Run 1, logic cells by family:
(1.5 px per um)
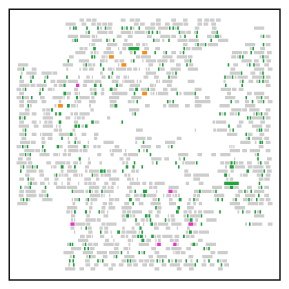
Run 1, metal 3:
(3 px per um)
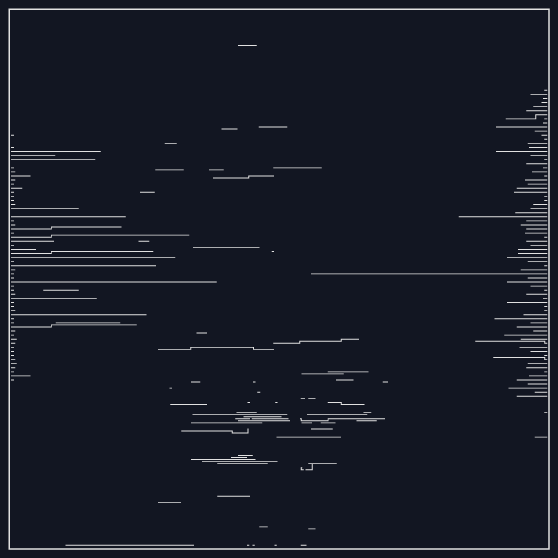
Run 1, clock distribution:
(3 px per um)
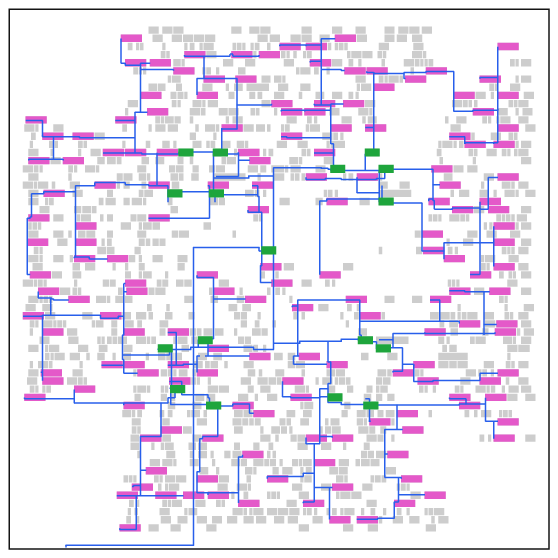
Run 1, metal layers overlaid:
(1.5 px per um)
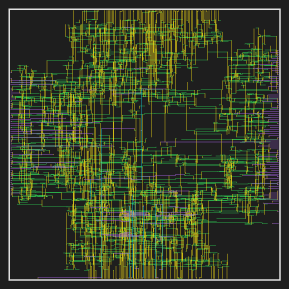
## src/rtl/instr_fetch_pkg.sv

```systemverilog
`default_nettype none
// +--------------------------------------------------------------------------+
// | instr_fetch_pkg                                                          |
// | Shared types and constants for the instruction fetch stage.              |
// | Rev 1.0 - initial release                                                |
// +--------------------------------------------------------------------------+
package instr_fetch_pkg;

  localparam int INSTR_W = 32;
  localparam int OPC_W   = 7;
  localparam int PC_INC  = 4;

  // Opcode field values seen by the main control decoder
  localparam logic [OPC_W-1:0] OPC_RTYPE = 7'b0110011;
  localparam logic [OPC_W-1:0] OPC_LD    = 7'b0000011;
  localparam logic [OPC_W-1:0] OPC_SD    = 7'b0100011;
  localparam logic [OPC_W-1:0] OPC_BEQ   = 7'b1100011;

  typedef enum logic [1:0] {
    ST_FETCH    = 2'd0,
    ST_WAIT_RSP = 2'd1,
    ST_DROP     = 2'd2
  } fetch_state_t;

  function automatic logic is_word_aligned(input logic [1:0] lsb);
    return lsb == 2'b00;
  endfunction

endpackage
`default_nettype wire

```

## src/rtl/ifetch_pc_sel.sv

```systemverilog
`default_nettype none
// +--------------------------------------------------------------------------+
// | ifetch_pc_sel                                                            |
// | Next-PC selection: reset / redirect / +4 / hold, with target alignment   |
// | check. IFETCH_MISALIGN_CHECK_EN: misaligned targets are rejected and     |
// | flagged; otherwise the two low target bits are forced to zero.           |
// | Rev 1.0 - initial release                                                |
// +--------------------------------------------------------------------------+
module ifetch_pc_sel
  import instr_fetch_pkg::*;
#(
  parameter int              XLEN     = 64,
  parameter logic [XLEN-1:0] RESET_PC = '0
) (
  input  logic            i_rst,
  input  logic            i_advance,
  input  logic            i_redirect,
  input  logic [XLEN-1:0] i_pc,
  input  logic [XLEN-1:0] i_redirect_pc,
  output logic [XLEN-1:0] o_next_pc,
  output logic            o_misalign_hit
);

  logic [XLEN-1:0] w_target;
  logic            w_bad;

`ifdef IFETCH_MISALIGN_CHECK_EN
  assign w_target = i_redirect_pc;
  assign w_bad    = i_redirect & ~is_word_aligned(i_redirect_pc[1:0]);
`else
  logic [1:0] w_unused_lsb;
  assign w_unused_lsb = i_redirect_pc[1:0];
  assign w_target     = {i_redirect_pc[XLEN-1:2], 2'b00};
  assign w_bad        = 1'b0;
`endif

  // Priority mux: reset, then redirect (a rejected target holds the PC), then advance
  always_comb begin
    o_next_pc = i_pc;
    if (i_rst) begin
      o_next_pc = RESET_PC;
    end else if (i_redirect) begin
      if (!w_bad) o_next_pc = w_target;
    end else if (i_advance) begin
      o_next_pc = i_pc + XLEN'(PC_INC);
    end
  end

  assign o_misalign_hit = w_bad;

endmodule
`default_nettype wire

```

## src/rtl/instr_fetch.sv

```systemverilog
`default_nettype none
// +--------------------------------------------------------------------------+
// | instr_fetch                                                              |
// | Instruction fetch stage: PC, single-outstanding imem requests, one-entry |
// | output slot with valid/ready, branch redirect with in-flight flush.      |
// | Optional macro IFETCH_MISALIGN_CHECK_EN enables the sticky misalign flag.|
// | Rev 1.0 - initial release                                                |
// +--------------------------------------------------------------------------+
module instr_fetch
  import instr_fetch_pkg::*;
#(
  parameter int              XLEN     = 64,
  parameter logic [XLEN-1:0] RESET_PC = 64'h0
) (
  input  logic               clk,
  input  logic               rst,
  output logic               imem_req_valid,
  output logic [XLEN-1:0]    imem_req_addr,
  input  logic               imem_req_ready,
  input  logic               imem_rsp_valid,
  input  logic [INSTR_W-1:0] imem_rsp_data,
  input  logic               redirect,
  input  logic [XLEN-1:0]    redirect_pc,
  output logic               instr_valid,
  input  logic               instr_ready,
  output logic [INSTR_W-1:0] instr,
  output logic [XLEN-1:0]    instr_pc,
  output logic [OPC_W-1:0]   opcode,
  output logic               misalign
);

  fetch_state_t       r_state;
  logic [XLEN-1:0]    r_pc;
  logic               r_instr_valid;
  logic [INSTR_W-1:0] r_instr;
  logic [XLEN-1:0]    r_instr_pc;
  logic               r_misalign;

  logic [XLEN-1:0]    w_next_pc;
  logic               w_slot_free;
  logic               w_req_fire;
  logic               w_capture;
  logic               w_mis_hit;

  // A request is only issued when the slot is guaranteed empty by the time
  // its response can land, so a capture never collides with a held entry.
  assign w_slot_free    = ~r_instr_valid | instr_ready;
  assign imem_req_valid = ~rst & (r_state == ST_FETCH) & w_slot_free & ~r_misalign;
  assign imem_req_addr  = r_pc;
  assign w_req_fire     = imem_req_valid & imem_req_ready;
  assign w_capture      = (r_state == ST_WAIT_RSP) & imem_rsp_valid & ~redirect;

  ifetch_pc_sel #(
    .XLEN     (XLEN),
    .RESET_PC (RESET_PC)
  ) u_pc_sel (
    .i_rst          (rst),
    .i_advance      (w_capture),
    .i_redirect     (redirect),
    .i_pc           (r_pc),
    .i_redirect_pc  (redirect_pc),
    .o_next_pc      (w_next_pc),
    .o_misalign_hit (w_mis_hit)
  );

  // FSM, PC and output slot; redirect outranks a same-cycle capture
  always_ff @(posedge clk) begin
    r_pc <= w_next_pc;
    if (rst) begin
      r_state       <= ST_FETCH;
      r_instr_valid <= 1'b0;
      r_instr       <= '0;
      r_instr_pc    <= '0;
      r_misalign    <= 1'b0;
    end else begin
      if (w_mis_hit) r_misalign <= 1'b1;

      if (redirect) begin
        r_instr_valid <= 1'b0;
      end else if (w_capture) begin
        r_instr_valid <= 1'b1;
        r_instr       <= imem_rsp_data;
        r_instr_pc    <= r_pc;
      end else if (r_instr_valid && instr_ready) begin
        r_instr_valid <= 1'b0;
      end

      unique case (r_state)
        ST_FETCH: begin
          if (w_req_fire) r_state <= redirect ? ST_DROP : ST_WAIT_RSP;
        end
        ST_WAIT_RSP: begin
          if (imem_rsp_valid)  r_state <= ST_FETCH;
          else if (redirect)   r_state <= ST_DROP;
        end
        ST_DROP: begin
          // The response being waited for belongs to an abandoned request
          if (imem_rsp_valid) r_state <= ST_FETCH;
        end
        default: r_state <= ST_FETCH;
      endcase
    end
  end

  assign instr_valid = r_instr_valid;
  assign instr       = r_instr;
  assign instr_pc    = r_instr_pc;
  assign opcode      = r_instr[OPC_W-1:0];
  assign misalign    = r_misalign;

endmodule
`default_nettype wire

```

## config.mk

```make
export PLATFORM = sky130hd
export DESIGN_NAME = instr_fetch
export DESIGN_NICKNAME = d
export VERILOG_FILES = /design/src/rtl/instr_fetch_pkg.sv /design/src/rtl/ifetch_pc_sel.sv /design/src/rtl/instr_fetch.sv
export SDC_FILE = /design/constraint.sdc
export NUM_CORES = 1
export LEC_CHECK = 0
export CAP_MARGIN = 15
export CELL_PAD_IN_SITES_DETAIL_PLACEMENT = 0
export CELL_PAD_IN_SITES_GLOBAL_PLACEMENT = 1
export CORE_MARGIN = 4
export CORE_UTILIZATION = 25
export CTS_BUF_LIST = sky130_fd_sc_hd__clkbuf_2 sky130_fd_sc_hd__clkbuf_4 sky130_fd_sc_hd__clkbuf_8
export DETAILED_ROUTE_END_ITERATION = 16
export MAX_ROUTING_LAYER = met4
export PLACE_DENSITY = 0.7
export SYNTH_ARGS = -nofsm -noshare
export SYNTH_HDL_FRONTEND = slang
export SYNTH_HIERARCHICAL = 1
export SYNTH_SLANG_ARGS = --single-unit
```

## constraint.sdc

```tcl
create_clock -name clk -period 4.1 [get_ports clk]
set_clock_uncertainty 0.05 [all_clocks]
set_input_delay 0.615 -clock clk [delete_from_list [all_inputs] [get_ports clk]]
set_output_delay 0.615 -clock clk [all_outputs]
set_load 0.005 [all_outputs]
```

==> report_table.html, run 1 <==
<h3>Flow metrics</h3>
<table>
<tr><th>Metric</th><th>Value</th></tr>
<tr><th colspan="2">Run status</th></tr>
<tr><td>Run status</td><td>finished, final reports clean</td></tr>
<tr><th colspan="2">Timing</th></tr>
<tr><td>Fmax</td><td>0.2956 GHz</td></tr>
<tr><td>Final Max-Slew Violation Tally</td><td>0</td></tr>
<tr><td>Least-Margin Pin Slew</td><td>0.9538 ns</td></tr>
<tr><td>Final critical-path share of the clock period</td><td>82.51%</td></tr>
<tr><td>Final setup slack of the worst path</td><td>0.7170 ns</td></tr>
<tr><td>Aggregate negative setup slack</td><td>0 ns</td></tr>
<tr><td>Final-report hold violation count</td><td>0</td></tr>
<tr><td>Worst relative slew slack</td><td>36.42%</td></tr>
<tr><td>Fin Hold WS</td><td>0.4061 ns</td></tr>
<tr><td>Post-layout min period</td><td>3.383 ns</td></tr>
<tr><th colspan="2">Cells and area</th></tr>
<tr><td>Net count of the finished layout</td><td>1,251</td></tr>
<tr><td>Number of non-filler instances in the completed layout</td><td>between 1.5k and 2k</td></tr>
<tr><td>Share of cells above drive strength 1</td><td>between 4 and 5%</td></tr>
<tr><td>Fraction of the core area covered by cells at the end of the flow</td><td>36.98%</td></tr>
<tr><td>Synthesis-to-finish area growth</td><td>45.25%</td></tr>
<tr><td>Filler instances</td><td>about 3k</td></tr>
<tr><td>Post-route cell area</td><td>~11,000 um^2</td></tr>
<tr><th colspan="2">Die</th></tr>
<tr><td>Fp util</td><td>25.46%</td></tr>
<tr><td>Die ar.</td><td>32,200 um^2</td></tr>
<tr><td>Count of pins on the block boundary</td><td>272</td></tr>
<tr><td>Std-Cell Rows</td><td>62</td></tr>
<tr><td>Die height</td><td>179.4 um</td></tr>
<tr><td>Die Width</td><td>179.4 um</td></tr>
<tr><td>Core box area</td><td>about 29,000 um^2</td></tr>
<tr><th colspan="2">Yosys</th></tr>
<tr><td>Share of the synthesized area in the top cell type</td><td>44.69%</td></tr>
<tr><td>Post-synthesis average cell area</td><td>7.995 um^2</td></tr>
<tr><td>Post-synth tally of flip-flops with integrated enable</td><td>0</td></tr>
<tr><td>Syn_nets</td><td>1,022</td></tr>
<tr><td>Seq/Total Area, Yosys</td><td>approximately 45%</td></tr>
<tr><td>Yosys synthesis chip area</td><td>7347 um^2</td></tr>
<tr><td>Yosys warnings</td><td>6</td></tr>
<tr><td>Post-Syn Area</td><td>approximately 7300 um^2</td></tr>
<tr><td>Gate count after technology mapping</td><td>between 900 and 1k</td></tr>
<tr><td>Async set-reset flop share out of synthesis</td><td>0%</td></tr>
<tr><td>Post-synth top area cell</td><td>sky130_fd_sc_hd__dfxtp_1</td></tr>
<tr><td>Commonest cells in the netlist</td><td>sky130_fd_sc_hd__nand2_1 (226), sky130_fd_sc_hd__dfxtp_1 (164), sky130_fd_sc_hd__a21oi_1 (106)</td></tr>
<tr><td>Most common flop cell mapped by yosys</td><td>sky130_fd_sc_hd__dfxtp_1</td></tr>
<tr><td>Number of library cell types mapped by synthesis</td><td>54</td></tr>
<tr><td>Most instantiated library cell after synthesis</td><td>sky130_fd_sc_hd__nand2_1</td></tr>
<tr><td>Synthesis-stage register bit count</td><td>between 150 and 200</td></tr>
<tr><td>Count of instantiated cells in the yosys netlist</td><td>~920</td></tr>
<tr><th colspan="2">Global routing</th></tr>
<tr><td>Vias in the first global route</td><td>7,083</td></tr>
<tr><td>Total Routing Usage GR</td><td>16.92%</td></tr>
<tr><td>Total grt overflow</td><td>0</td></tr>
<tr><td>Initial antenna violation count</td><td>4</td></tr>
<tr><td>First-pass GRT wire length</td><td>42,990 um</td></tr>
<tr><td>Maximum number of pins on one net before global-route repair</td><td>118</td></tr>
<tr><th colspan="2">Setup path</th></tr>
<tr><td>Start-to-end type of the worst setup path</td><td>in2reg</td></tr>
<tr><td>Arrival time worst endpoint</td><td>3.64 ns</td></tr>
<tr><td>Crit path from</td><td>imem_rsp_valid</td></tr>
<tr><td>Max FO, Critical Path</td><td>23</td></tr>
<tr><td>Required @ worst endpoint</td><td>~4.4 ns</td></tr>
<tr><td>Worst r2r src</td><td>r_state[0]</td></tr>
<tr><td>Setup crit start kind</td><td>input pin</td></tr>
<tr><th colspan="2">Clock network</th></tr>
<tr><td>Number of sinks handled by clock tree synthesis</td><td>164</td></tr>
<tr><td>Hold-fix buffers, CTS</td><td>0</td></tr>
<tr><td>Post-CTS setup-driven buffer insertion count</td><td>0</td></tr>
<tr><td>Cts bufs inserted</td><td>17</td></tr>
<tr><td>Clock root buffer</td><td>sky130_fd_sc_hd__clkbuf_8</td></tr>
<tr><td>Clock tree from TritonCTS</td><td>yes</td></tr>
<tr><td>H-tree depth</td><td>4</td></tr>
<tr><th colspan="2">Drt</th></tr>
<tr><td>Routed wirelength normalized by instance count</td><td>17.53 um</td></tr>
<tr><td>Routed wire length</td><td>27,130 um</td></tr>
<tr><td>Total via count after detailed routing</td><td>between 7k and 8k</td></tr>
<tr><td>Remaining DRCs</td><td>0</td></tr>
<tr><td>Via-per-instance ratio</td><td>4.803</td></tr>
<tr><td>Antenna Violating Nets Remaining</td><td>0</td></tr>
<tr><td>First-pass iteration count of the detailed router</td><td>5</td></tr>
<tr><th colspan="2">Hold path</th></tr>
<tr><td>Worst Min Path Start</td><td>instr_pc[47]</td></tr>
<tr><td>Worst hold path type</td><td>reg2reg</td></tr>
<tr><th colspan="2">Place</th></tr>
<tr><td>Dpl hpwl</td><td>18,810 um</td></tr>
<tr><td>Post-DP Area</td><td>10,250 um^2</td></tr>
<tr><td>Placed instance count</td><td>1,513</td></tr>
<tr><td>Worst slack at placement</td><td>0.3105 ns</td></tr>
<tr><td>RePlAce Congestion</td><td>0.8080</td></tr>
<tr><th colspan="2">Pwr</th></tr>
<tr><td>Peak supply drop</td><td>0.0002223 V</td></tr>
<tr><td>Power density normalized to cell area</td><td>approximately 310 nW/um^2</td></tr>
<tr><td>Pleak</td><td>between 3 and 4 nW</td></tr>
<tr><td>Power after layout</td><td>between 3 and 4 mW</td></tr>
<tr><th colspan="2">Run</th></tr>
<tr><td>Number of warning messages in the logs</td><td>30</td></tr>
</table>
## Picture notes: 'logic cells by family'
legend:
  multiplexers:
    color: orange
    cells: 5
    where: top center
  NAND gates:
    color: green
    cells: 287
    where: all over the die
  AND-OR and OR-AND gates:
    color: magenta
    cells: 6

## Picture notes: 'metal 3'
longest straight run: 78.4 um
share of all routed wire: 7.0%
wire length on this layer: 1,890 um
nets with wire on the layer: 177
main direction: horizontal

## Picture notes: 'clock distribution'
legend:
  cells driving clock nets:
    color: green
    count: 17
  clock wires:
    color: blue
    length: 2,520 um
  flip-flops:
    color: magenta
    count: 164
routed clock nets: 18
flops lie: all over the die

## Picture notes: 'metal layers overlaid'
legend:
  met2:
    color: yellow
    wire_length: 12,100 um
  met4:
    color: cyan
    wire_length: 460 um
  met1:
    color: green
    wire_length: 12,600 um
  met3:
    color: purple
    wire_length: 1,890 um

-- run 1: state kept, by name (all words and copies together) (netlist names) --
| signal | count |
|---|---|
| imem_req_addr | 64 |
| instr_pc | 64 |
| instr | 32 |
| r_state | 2 |
| instr_valid | 1 |
| misalign | 1 |
-- run 1: per-layer routing --
metal	vias to the layer above	track usage [%]	share of wire, %
met2	256	25.11	45
met3	21	4.749	7.0
met5	-	-	0
met1	3477	22.62	47
li1	3681	-	-
met4	0	4.846	1.7
-- run 1: cell usage in the layout (no fill, tap or decap), types with 6 or more instances in the layout --
cell and instances:
sky130_fd_sc_hd__a311oi_1 13, sky130_fd_sc_hd__buf_4 12, sky130_fd_sc_hd__inv_1 21, sky130_fd_sc_hd__clkdlybuf4s50_1 267, sky130_fd_sc_hd__dfxtp_1 164, sky130_fd_sc_hd__nor4b_1 9
sky130_fd_sc_hd__clkbuf_8 18, sky130_fd_sc_hd__nor2_1 58, sky130_fd_sc_hd__nor3_1 11, sky130_fd_sc_hd__xor2_1 13, sky130_fd_sc_hd__or3_1 8, sky130_fd_sc_hd__or4_1 6
sky130_fd_sc_hd__nor4_1 16, sky130_fd_sc_hd__a2111oi_0 13, sky130_fd_sc_hd__a211oi_1 25, sky130_fd_sc_hd__and4_1 11, sky130_fd_sc_hd__nand3_1 23, sky130_fd_sc_hd__nand4_1 28
sky130_fd_sc_hd__xnor2_1 19, sky130_fd_sc_hd__a21oi_1 106, sky130_fd_sc_hd__and3_1 13, sky130_fd_sc_hd__nand2_1 226
-- run 1: cells by family after synthesis --
group,count (synthesis),synth area share [%]
AOI/OAI and AO/OA,185,15.84
xor gates and xnor gates,32,3.815
adders and majority gates,1,0.1703
buffers and inverters,94,6.352
DFF,164,44.69
muxes,5,0.6812
other,1,0.05104
and+or+nand+nor,437,28.41
-- run 1: area by class of cell --
cell class                      instances  area [um^2]  area share [%]
Antenna cell                            4        10.01         0.09380
Clock buffer                           20        262.8           2.462
Clock inverter                         11        151.4           1.419
Inverter                               23        91.34          0.8559
Multi-Input combinational cell        661         3613           33.86
Sequential cell                       164         3283           30.77
Tap cell                              384        480.5           4.502
Timing Repair Buffer                  281         2779           26.04
-- run 1: critical path: stages --
cell and delay (ns):
sky130_fd_sc_hd__clkdlybuf4s50_1 0.59, sky130_fd_sc_hd__nand4bb_4 0.17, sky130_fd_sc_hd__clkinv_4 0.21, sky130_fd_sc_hd__nand4_1 0.37, sky130_fd_sc_hd__nor4_1 0.32, sky130_fd_sc_hd__buf_4 0.22
sky130_fd_sc_hd__and2_1 0.51, sky130_fd_sc_hd__a311oi_1 0.18, sky130_fd_sc_hd__a2111oi_0 0.44
-- run 1: path summary, 6_finish.rpt --
path / end / slack, ns / cells past startpoint
max: imem_req_addr[52] / 0.72 / 9
min: instr_pc[47] / 0.41 / 2
max reg2reg: imem_req_addr[52] / 1.00 / 8
min reg2reg: instr_pc[47] / 0.41 / 2
-- run 1: power by group --
group          total (mW)  internal [mW]  switching [mW]
clock network        1.28          0.635           0.644
logic               0.351          0.212           0.139
registers            1.72           1.64          0.0863
total                3.35           2.48           0.869
Run 1, clock wiring as the flow saved it:
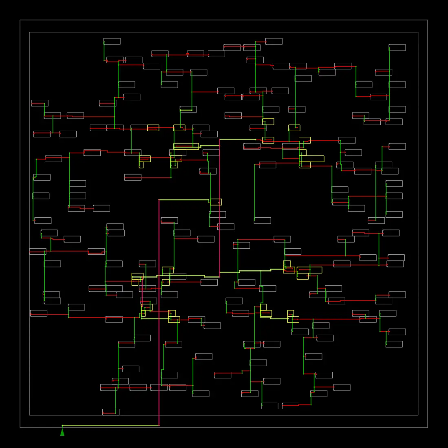

==> inputs of run 2 (changes only) <==
==> constraint.sdc (replaced) <==
create_clock -name clk -period 3.38 [get_ports clk]
set_clock_uncertainty 0.05 [all_clocks]
set_input_delay 0.507 -clock clk [delete_from_list [all_inputs] [get_ports clk]]
set_output_delay 0.507 -clock clk [all_outputs]
set_load 0.005 [all_outputs]
Run 2, clock wiring as the flow saved it:
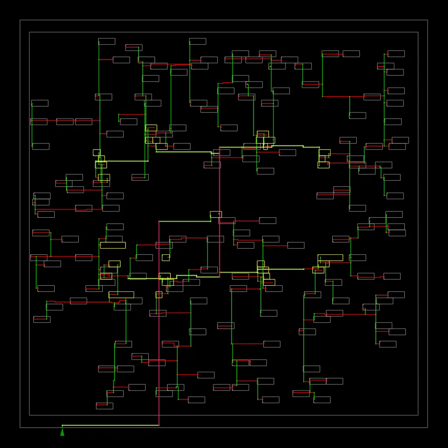
number of sinks handled by clock tree synthesis: 164
Clock net power: 1.55 mW
Seq cells: 164
cts bufs inserted: 17

Run 2, metal layers overlaid:
(1.5 px per um)
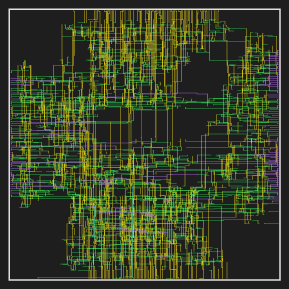
legend:
  met3:
    color: purple
    wire_length: 1,600 um
  met1:
    color: green
    wire_length: 12,800 um
  met4:
    color: cyan
    wire_length: 409 um
  met2:
    color: yellow
    wire_length: 12,400 um

Run 2, metal 3:
(3 px per um)
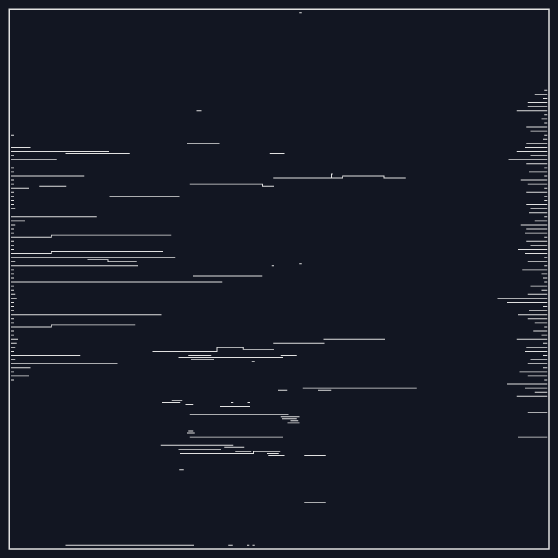
wire length on this layer: 1,600 um
share of all routed wire: 5.9%
nets with wire on the layer: 168
longest straight run: 70.2 um

==> run 2 against run 1 <==
  * Sequential share of layout area fell by 0.26 points
  * Combinational power rose by 26%
  * Cell area rose by 0.87%
  * Register-to-register slack got worse by 0.42 ns
  * Clock-buffer cell count fell by 3
  * Non-clock buffer count rose by 11
  * Synthesized cell count did not move
  * First-iteration DRC count rose by 9.6%
  * Critical path depth fell by 1
  * Setup slack got worse by 0.16 ns
  * Routed wire length rose by 0.41%
  * Critical endpoint is now imem_req_addr[45]
==> report_table.html, run 2 <==
<h3>Flow metrics</h3>
<table>
<tr><th>Metric</th><th>Value</th></tr>
<tr><th colspan="2">Drt</th></tr>
<tr><td>Top layer reached by signal wires</td><td>met4 (unchanged)</td></tr>
<tr><td>Routed wire length</td><td>27,240 um (was 27,130 um)</td></tr>
<tr><td>First-pass iteration count of the detailed router</td><td>5 (unchanged)</td></tr>
<tr><td>Via-per-instance ratio</td><td>4.784 (was 4.803)</td></tr>
<tr><td>Remaining DRCs</td><td>0 (unchanged)</td></tr>
<tr><td>Routed wirelength normalized by instance count</td><td>17.47 um (was 17.53 um)</td></tr>
<tr><td>Met2 Wirelength</td><td>12,440 um (was 12,150 um)</td></tr>
<tr><td>Antenna Violating Nets Remaining</td><td>0 (unchanged)</td></tr>
<tr><th colspan="2">Yosys</th></tr>
<tr><td>Yosys synthesis chip area</td><td>7347 um^2 (unchanged)</td></tr>
<tr><td>Async set-reset flop share out of synthesis</td><td>0% (unchanged)</td></tr>
<tr><td>Number of library cell types mapped by synthesis</td><td>54 (unchanged)</td></tr>
<tr><td>Seq/Total Area, Yosys</td><td>44.69% (unchanged)</td></tr>
<tr><td>Post-synth top area cell</td><td>sky130_fd_sc_hd__dfxtp_1 (unchanged)</td></tr>
<tr><td>Post-Syn Area</td><td>7347 um^2 (unchanged)</td></tr>
<tr><td>Post-synthesis average cell area</td><td>7.995 um^2 (unchanged)</td></tr>
<tr><td>Post-synth tally of flip-flops with integrated enable</td><td>0 (unchanged)</td></tr>
<tr><td>Count of instantiated cells in the yosys netlist</td><td>919 (unchanged)</td></tr>
<tr><td>Most common flop cell mapped by yosys</td><td>sky130_fd_sc_hd__dfxtp_1 (unchanged)</td></tr>
<tr><td>Synthesis-stage register bit count</td><td>164 (unchanged)</td></tr>
<tr><td>Yosys warnings</td><td>6 (unchanged)</td></tr>
<tr><td>Most instantiated library cell after synthesis</td><td>sky130_fd_sc_hd__nand2_1 (unchanged)</td></tr>
<tr><td>Share of the synthesized area in the top cell type</td><td>44.69% (unchanged)</td></tr>
<tr><th colspan="2">Cells and area</th></tr>
<tr><td>Highest-count logic cell in the final layout</td><td>sky130_fd_sc_hd__clkdlybuf4s50_1 (unchanged)</td></tr>
<tr><td>Share of cells above drive strength 1</td><td>5.722% (was 4.828%)</td></tr>
<tr><td>Post-route cell area</td><td>10,760 um^2 (was 10,670 um^2)</td></tr>
<tr><td>Synthesis-to-finish area growth</td><td>46.51% (was 45.25%)</td></tr>
<tr><td>Filler instances</td><td>3,019 (was 3,017)</td></tr>
<tr><td>Net count of the finished layout</td><td>1,262 (was 1,251)</td></tr>
<tr><td>Most frequent cells in the layout</td><td>sky130_fd_sc_hd__clkdlybuf4s50_1 (267), sky130_fd_sc_hd__nand2_1 (226), sky130_fd_sc_hd__dfxtp_1 (164) (unchanged)</td></tr>
<tr><th colspan="2">Setup path</th></tr>
<tr><td>Arrival time worst endpoint</td><td>3.06 ns (was 3.64 ns)</td></tr>
<tr><td>Delay-heaviest family, CP</td><td>simple AND/OR/NAND/NOR gates (unchanged)</td></tr>
<tr><td>Largest stage delay on the critical path</td><td>0.66 ns (was 0.59 ns)</td></tr>
<tr><td>Max FO, Critical Path</td><td>6 (was 23)</td></tr>
<tr><td>Setup crit start kind</td><td>input pin (unchanged)</td></tr>
<tr><td>Slowest cell on the critical path</td><td>sky130_fd_sc_hd__or4_1 (was sky130_fd_sc_hd__clkdlybuf4s50_1)</td></tr>
<tr><td>Buffers plus inverters on the worst setup path</td><td>2 (was 3)</td></tr>
<tr><td>Cells traversed along the worst timing path</td><td>clkdlybuf4s50_1 -&gt; nand4bb_4 -&gt; clkinv_4 -&gt; nand4_1 -&gt; or4_1 -&gt; or3_1 -&gt; nor4b_1 -&gt; a2111oi_0 (was clkdlybuf4s50_1 -&gt; nand4bb_4 -&gt; clkinv_4 -&gt; nand4_1 -&gt; nor4_1 -&gt; buf_4 -&gt; and2_1 -&gt; a311oi_1 -&gt; a2111oi_0)</td></tr>
<tr><td>Required @ worst endpoint</td><td>3.62 ns (was 4.36 ns)</td></tr>
<tr><th colspan="2">Clock network</th></tr>
<tr><td>Clock tree from TritonCTS</td><td>yes (unchanged)</td></tr>
<tr><td>Post-CTS setup-driven buffer insertion count</td><td>0 (unchanged)</td></tr>
<tr><td>Clock root buffer</td><td>sky130_fd_sc_hd__clkbuf_8 (unchanged)</td></tr>
<tr><th colspan="2">Global routing</th></tr>
<tr><td>Total Routing Usage GR</td><td>16.85% (was 16.92%)</td></tr>
<tr><td>First-pass GRT wire length</td><td>42,810 um (was 42,990 um)</td></tr>
<tr><td>Vias in the first global route</td><td>7,144 (was 7,083)</td></tr>
<tr><td>Total grt overflow</td><td>0 (unchanged)</td></tr>
<tr><td>Initial antenna violation count</td><td>4 (unchanged)</td></tr>
<tr><th colspan="2">Run status</th></tr>
<tr><td>Run status</td><td>finished, final reports clean (unchanged)</td></tr>
<tr><th colspan="2">Timing</th></tr>
<tr><td>Final-report hold violation count</td><td>0 (unchanged)</td></tr>
<tr><td>Least-Margin Pin Slew</td><td>0.9174 ns (was 0.9538 ns)</td></tr>
<tr><td>Aggregate negative setup slack</td><td>0 ns (unchanged)</td></tr>
<tr><td>Fmax</td><td>around 0.35 GHz</td></tr>
<tr><td>Final Max-Slew Violation Tally</td><td>0 (unchanged)</td></tr>
<tr><td>Final critical-path share of the clock period</td><td>83.46%</td></tr>
<tr><td>Post-layout min period</td><td>2.821 ns</td></tr>
<tr><th colspan="2">Pwr</th></tr>
<tr><td>Clock power share</td><td>38.0% (was 38.1%)</td></tr>
<tr><td>Flop pwr share</td><td>51.2% (was 51.4%)</td></tr>
<tr><td>Sw Ratio</td><td>26.65% (was 25.92%)</td></tr>
<tr><td>Internal Dissipation</td><td>2.989 mW (was 2.484 mW)</td></tr>
<tr><td>Logic pwr share</td><td>10.8% (was 10.5%)</td></tr>
<tr><td>Sw power</td><td>1.086 mW (was 0.8693 mW)</td></tr>
<tr><td>Power density normalized to cell area</td><td>378.6 nW/um^2 (was 314.3 nW/um^2)</td></tr>
<tr><th colspan="2">Die</th></tr>
<tr><td>Die ar.</td><td>32,200 um^2 (unchanged)</td></tr>
<tr><td>Die height</td><td>179.4 um (unchanged)</td></tr>
<tr><td>Count of pins on the block boundary</td><td>272 (unchanged)</td></tr>
<tr><th colspan="2">Place</th></tr>
<tr><td>RePlAce Congestion</td><td>0.8118 (was 0.8080)</td></tr>
<tr><td>Post-DP Area</td><td>10,340 um^2 (was 10,250 um^2)</td></tr>
<tr><td>Dpl hpwl</td><td>19,110 um (was 18,810 um)</td></tr>
<tr><th colspan="2">Hold path</th></tr>
<tr><td>Worst hold path type</td><td>reg2reg (unchanged)</td></tr>
</table>
run 2: netlist changes by cell type in the layout (fill, tap and decap cells not counted), moves of 2 or more:
cell and change:
sky130_fd_sc_hd__buf_4 +10, sky130_fd_sc_hd__clkinvlp_4 +3, sky130_fd_sc_hd__clkbuf_4 -2, sky130_fd_sc_hd__inv_6 +2
run 2: cell type report:
cell class	count	area [um^2]	area share (%)
diodes	4	10.01	0.09299
clock buffers	17	234.0	2.174
clock inverters	14	177.7	1.651
inverters	23	91.34	0.8485
multi-input cells	661	3613	33.57
flip-flops and latches	164	3283	30.50
well taps	384	480.5	4.464
repair buffers	292	2874	26.70
run 2: final timing paths:
check	endpoint	from	cells after the start	slack, ns
worst max-delay path	imem_req_addr[45]	imem_rsp_valid	8	0.56
worst min-delay path	instr_pc[16]	instr_pc[16]	2	0.41
worst min register to register	instr_pc[16]	instr_pc[16]	2	0.41
worst max register to register	imem_req_addr[61]	imem_req_addr[8]	5	0.58
run 2: power groups by stage:
stage,clock [mW],combinational [mW],sequential [mW]
floorplan,0,0.160,2.10
finish,1.55,0.442,2.09
CTS,1.61,0.446,2.09
global route,1.68,0.481,2.10
detailed placement,0,0.443,2.13
global placement,0,0.442,2.13
run 2: cells by family after synthesis:
logic type | share of synthesized area (%)
fa+ha+maj | 0.1703
buf+inv | 6.352
compound gates | 15.84
mux | 0.6812
xor+xnor | 3.815
flops | 44.69
simple gates | 28.41
other cells | 0.05104
run 2: routing by layer:
| metal | track usage [%] | up-vias |
|---|---|---|
| li1 | - | 3691 |
| met1 | 22.42 | 3513 |
| met2 | 25.80 | 237 |
| met3 | 4.345 | 17 |
| met4 | 4.084 | 0 |
| met5 | - | - |
run 2: tightest hold or removal path, cell delays in order (launching register included):
cell and delay (ns):
sky130_fd_sc_hd__dfxtp_1 0.32, sky130_fd_sc_hd__nand2_1 0.05, sky130_fd_sc_hd__a21oi_1 0.05
run 2: per-stage QoR:
| stage | total power [mW] | std cells | setup slack (ns) | utilization, % |
|---|---|---|---|---|
| floorplan | 2.265 | 919 | 0.3207 | - |
| global placement | 2.572 | 1524 | 0.1474 | 35.84 |
| detailed placement | 2.574 | 1524 | 0.1213 | 35.84 |
| CTS | 4.140 | 1555 | 0.5788 | 37.27 |
| global route | 4.263 | 1559 | 0.3453 | 37.30 |
| finish | 4.075 | 1559 | 0.5591 | 37.30 |
Run 2, clock distribution:
(3 px per um)
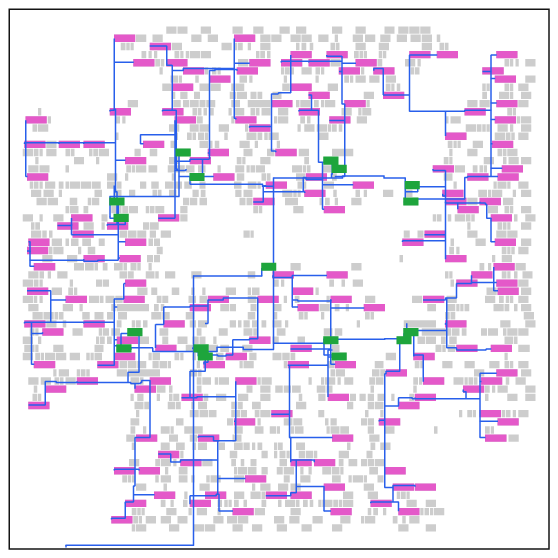

==> inputs of run 3 (changes only) <==
==> constraint.sdc (replaced) <==
create_clock -name clk -period 2.85 [get_ports clk]
set_clock_uncertainty 0.05 [all_clocks]
set_input_delay 0.4275 -clock clk [delete_from_list [all_inputs] [get_ports clk]]
set_output_delay 0.4275 -clock clk [all_outputs]
set_load 0.005 [all_outputs]
Run 3, clock distribution:
(3 px per um)
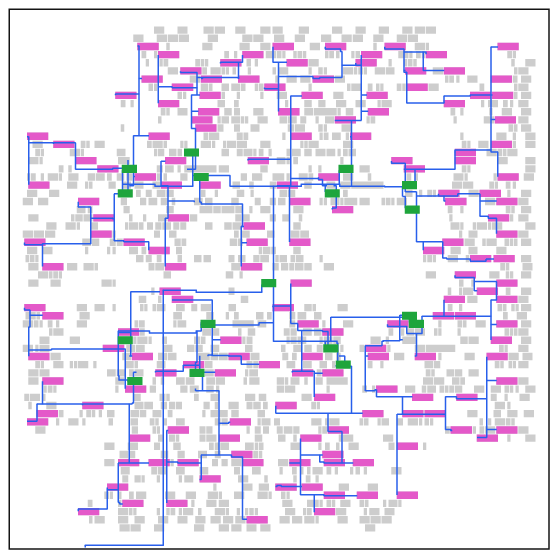
legend:
  cells driving clock nets:
    color: green
    count: 17
  flip-flops:
    color: magenta
    count: 164
  clock wires:
    color: blue
    length: 2,390 um
flops lie: all over the die

Run 3, metal layers overlaid:
(1.5 px per um)
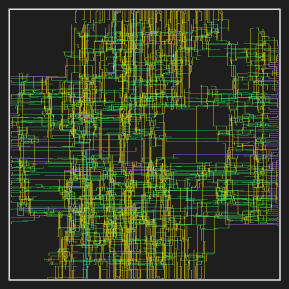
legend:
  met4:
    color: cyan
    wire_length: 456 um
  met3:
    color: purple
    wire_length: 1,260 um
  met1:
    color: green
    wire_length: 13,300 um
  met2:
    color: yellow
    wire_length: 13,200 um

==> run 3 against run 2 <==
  * Via count grew 2.4%
  * Clock-buffer cell count increased by 1
  * Setup slack lost 0.37 ns
  * Routed wire length increased by 3.4%
  * Synthesized cell count did not move
  * Combinational power up 33%
  * Sequential power is 17% higher
  * Flip-flop count did not move
  * Die size unchanged
  * Largest power group unchanged
==> report_table.html, run 3 <==
<h3>Flow metrics</h3>
<table>
<tr><th>Metric</th><th>Value</th></tr>
<tr><th colspan="2">Run status</th></tr>
<tr><td>Run status</td><td>finished, final reports clean (unchanged)</td></tr>
<tr><th colspan="2">Die</th></tr>
<tr><td>Die ar.</td><td>32,200 um^2 (unchanged)</td></tr>
<tr><td>Die Width</td><td>179.4 um (unchanged)</td></tr>
<tr><td>Std-Cell Rows</td><td>62 (unchanged)</td></tr>
<tr><td>Core box area</td><td>28,860 um^2 (unchanged)</td></tr>
<tr><th colspan="2">Clock network</th></tr>
<tr><td>Clock tree from TritonCTS</td><td>yes (unchanged)</td></tr>
<tr><td>Post-CTS setup-driven buffer insertion count</td><td>0 (unchanged)</td></tr>
<tr><td>H-tree depth</td><td>4 (unchanged)</td></tr>
<tr><td>Clock root buffer</td><td>sky130_fd_sc_hd__clkbuf_8 (unchanged)</td></tr>
<tr><td>Number of sinks handled by clock tree synthesis</td><td>164 (unchanged)</td></tr>
<tr><th colspan="2">Yosys</th></tr>
<tr><td>Most common flop cell mapped by yosys</td><td>sky130_fd_sc_hd__dfxtp_1 (unchanged)</td></tr>
<tr><td>Yosys synthesis chip area</td><td>7347 um^2 (unchanged)</td></tr>
<tr><td>Synth logic family</td><td>simple AND/OR/NAND/NOR gates (unchanged)</td></tr>
<tr><td>Post-synthesis average cell area</td><td>7.995 um^2 (unchanged)</td></tr>
<tr><td>Area share of xor/xnor cells in the synthesized design</td><td>3.815% (unchanged)</td></tr>
<tr><td>Post-synth tally of flip-flops with integrated enable</td><td>0 (unchanged)</td></tr>
<tr><td>Share of the synthesized area in the top cell type</td><td>44.69% (unchanged)</td></tr>
<tr><td>MUX share of area</td><td>0.6812% (unchanged)</td></tr>
<tr><td>Commonest cells in the netlist</td><td>sky130_fd_sc_hd__nand2_1 (226), sky130_fd_sc_hd__dfxtp_1 (164), sky130_fd_sc_hd__a21oi_1 (106) (unchanged)</td></tr>
<tr><td>Post-synth top area cell</td><td>sky130_fd_sc_hd__dfxtp_1 (unchanged)</td></tr>
<tr><th colspan="2">Setup path</th></tr>
<tr><td>Setup crit start kind</td><td>input pin (unchanged)</td></tr>
<tr><td>Start-to-end type of the worst setup path</td><td>in2reg (unchanged)</td></tr>
<tr><td>Required @ worst endpoint</td><td>3.14 ns (was 3.62 ns)</td></tr>
<tr><th colspan="2">Global routing</th></tr>
<tr><td>Vias in the first global route</td><td>7,449 (was 7,144)</td></tr>
<tr><td>Maximum number of pins on one net before global-route repair</td><td>85 (was 91)</td></tr>
<tr><td>Initial antenna violation count</td><td>5 (was 4)</td></tr>
<tr><td>Total grt overflow</td><td>0 (unchanged)</td></tr>
<tr><td>Total Routing Usage GR</td><td>17.42% (was 16.85%)</td></tr>
<tr><th colspan="2">Cells and area</th></tr>
<tr><td>Synthesis-to-finish area growth</td><td>50.71% (was 46.51%)</td></tr>
<tr><td>Fraction of the core area covered by cells at the end of the flow</td><td>38.37% (was 37.30%)</td></tr>
<tr><td>Share of cells above drive strength 1</td><td>8.933% (was 5.722%)</td></tr>
<tr><td>Net count of the finished layout</td><td>1,299 (was 1,262)</td></tr>
<tr><td>Highest-count logic cell in the final layout</td><td>sky130_fd_sc_hd__clkdlybuf4s50_1 (unchanged)</td></tr>
<tr><td>Most frequent cells in the layout</td><td>sky130_fd_sc_hd__clkdlybuf4s50_1 (267), sky130_fd_sc_hd__nand2_1 (226), sky130_fd_sc_hd__dfxtp_1 (164) (unchanged)</td></tr>
<tr><td>Area of all sequential standard cells</td><td>3283 um^2 (unchanged)</td></tr>
<tr><th colspan="2">Timing</th></tr>
<tr><td>Final Max-Slew Violation Tally</td><td>0 (unchanged)</td></tr>
<tr><td>Post-layout min period</td><td>between 2 and 3 ns</td></tr>
<tr><td>Aggregate negative setup slack</td><td>0 ns (unchanged)</td></tr>
<tr><td>Least-Margin Pin Slew</td><td>0.9714 ns (was 0.9174 ns)</td></tr>
<tr><th colspan="2">Drt</th></tr>
<tr><td>Routed wirelength normalized by instance count</td><td>17.63 um (was 17.47 um)</td></tr>
<tr><td>First-pass iteration count of the detailed router</td><td>5 (unchanged)</td></tr>
<tr><td>Total via count after detailed routing</td><td>7,639 (was 7,458)</td></tr>
<tr><td>Remaining DRCs</td><td>0 (unchanged)</td></tr>
<tr><td>Routed wire length</td><td>28,170 um (was 27,240 um)</td></tr>
<tr><th colspan="2">Run</th></tr>
<tr><td>Number of warning messages in the logs</td><td>28 (unchanged)</td></tr>
<tr><th colspan="2">Pwr</th></tr>
<tr><td>Power density normalized to cell area</td><td>438.1 nW/um^2 (was 378.6 nW/um^2)</td></tr>
<tr><td>Pleak</td><td>3.712 nW (was 3.517 nW)</td></tr>
<tr><th colspan="2">Place</th></tr>
<tr><td>Placed instance count</td><td>1,561 (was 1,524)</td></tr>
<tr><td>Dpl hpwl</td><td>20,240 um (was 19,110 um)</td></tr>
<tr><td>RePlAce Congestion</td><td>0.8116 (was 0.8118)</td></tr>
<tr><th colspan="2">Hold path</th></tr>
<tr><td>Worst hold path type</td><td>in2reg (was reg2reg)</td></tr>
</table>
Run 3, clock wiring as the flow saved it:
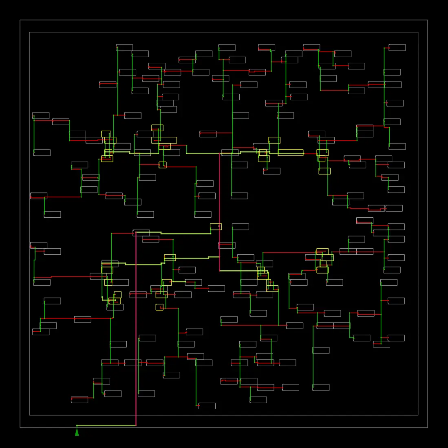
latest clock arrival within the worst-skew pair: 0.46 ns
Clock net power: 1.81 mW
number of clock-tree buffers in the layout: 18

[run 3: per-stage QoR]
step	total power, mW	cell area [um^2]	hold WS (ns)	worst slack (ns)
4_1_cts	4.951	11060	0.2261	0.1666
3_3_place_gp	3.093	10650	0.3909	-0.2010
2_1_floorplan	2.686	7363	0.4027	0.01989
6_report	4.851	11070	0.2529	0.1862
5_1_grt	5.093	11070	0.2215	0.003441
3_5_place_dp	3.096	10650	0.3954	-0.2771
[run 3: report_power, final]
part / leakage (nW) / internal [mW] / switching, mW
logic: 2.17 / 0.339 / 0.251
clock network: 0.205 / 0.829 / 0.981
registers: 1.34 / 2.36 / 0.0952
[run 3: cells by family after synthesis]
logic type	count (synthesis)
buf+inv	94
flops	164
mux	5
fa+ha+maj	1
xor+xnor	32
compound gates	185
other cells	1
simple gates	437
[run 3: metal layers]
metal / share of wire [%] / up-vias / track usage [%]
li1: - / 3763 / -
met1: 47 / 3612 / 22.83
met2: 47 / 242 / 27.32
met3: 4.5 / 22 / 3.860
met4: 1.6 / 0 / 4.602
met5: 0 / - / -
[run 3: final timing paths]
path | startpoint | to | slack (ns) | cells past startpoint
worst max register to register | r_state[0] | imem_req_addr[46] | 0.21 | 9
worst min register to register | instr[10] | instr[10] | 0.41 | 2
worst max-delay path | imem_rsp_valid | imem_req_addr[46] | 0.19 | 10
worst min-delay path | rst | instr[1] | 0.25 | 2
[run 3: worst max-delay path, stage by stage]
cell	delay [ns]
sky130_fd_sc_hd__clkdlybuf4s50_1	0.54
sky130_fd_sc_hd__nand4bb_4	0.18
sky130_fd_sc_hd__clkinv_4	0.10
sky130_fd_sc_hd__buf_4	0.16
sky130_fd_sc_hd__nand4_1	0.20
sky130_fd_sc_hd__nor4_2	0.24
sky130_fd_sc_hd__buf_4	0.17
sky130_fd_sc_hd__nand2_1	0.19
sky130_fd_sc_hd__or2_2	0.38
sky130_fd_sc_hd__a2111oi_1	0.35
[run 3: layout make-up]
type	instances	area share, %
inverter	23	0.8249
clock buffer	18	2.237
clock inverter	14	1.480
timing repair buffer	329	28.58
sequential	164	29.65
tap	384	4.339
antenna	5	0.1130
multi-input combinational	661	32.78
[run 3: repair_timing]
item | CTS | global route
hold endpoints to repair | 0 | 0
gates resized | 0 | 1
endpoints found under the setup margin | 0 | 1
hold buffers | 0 | 0
Power and IR drop assume default switching activity.
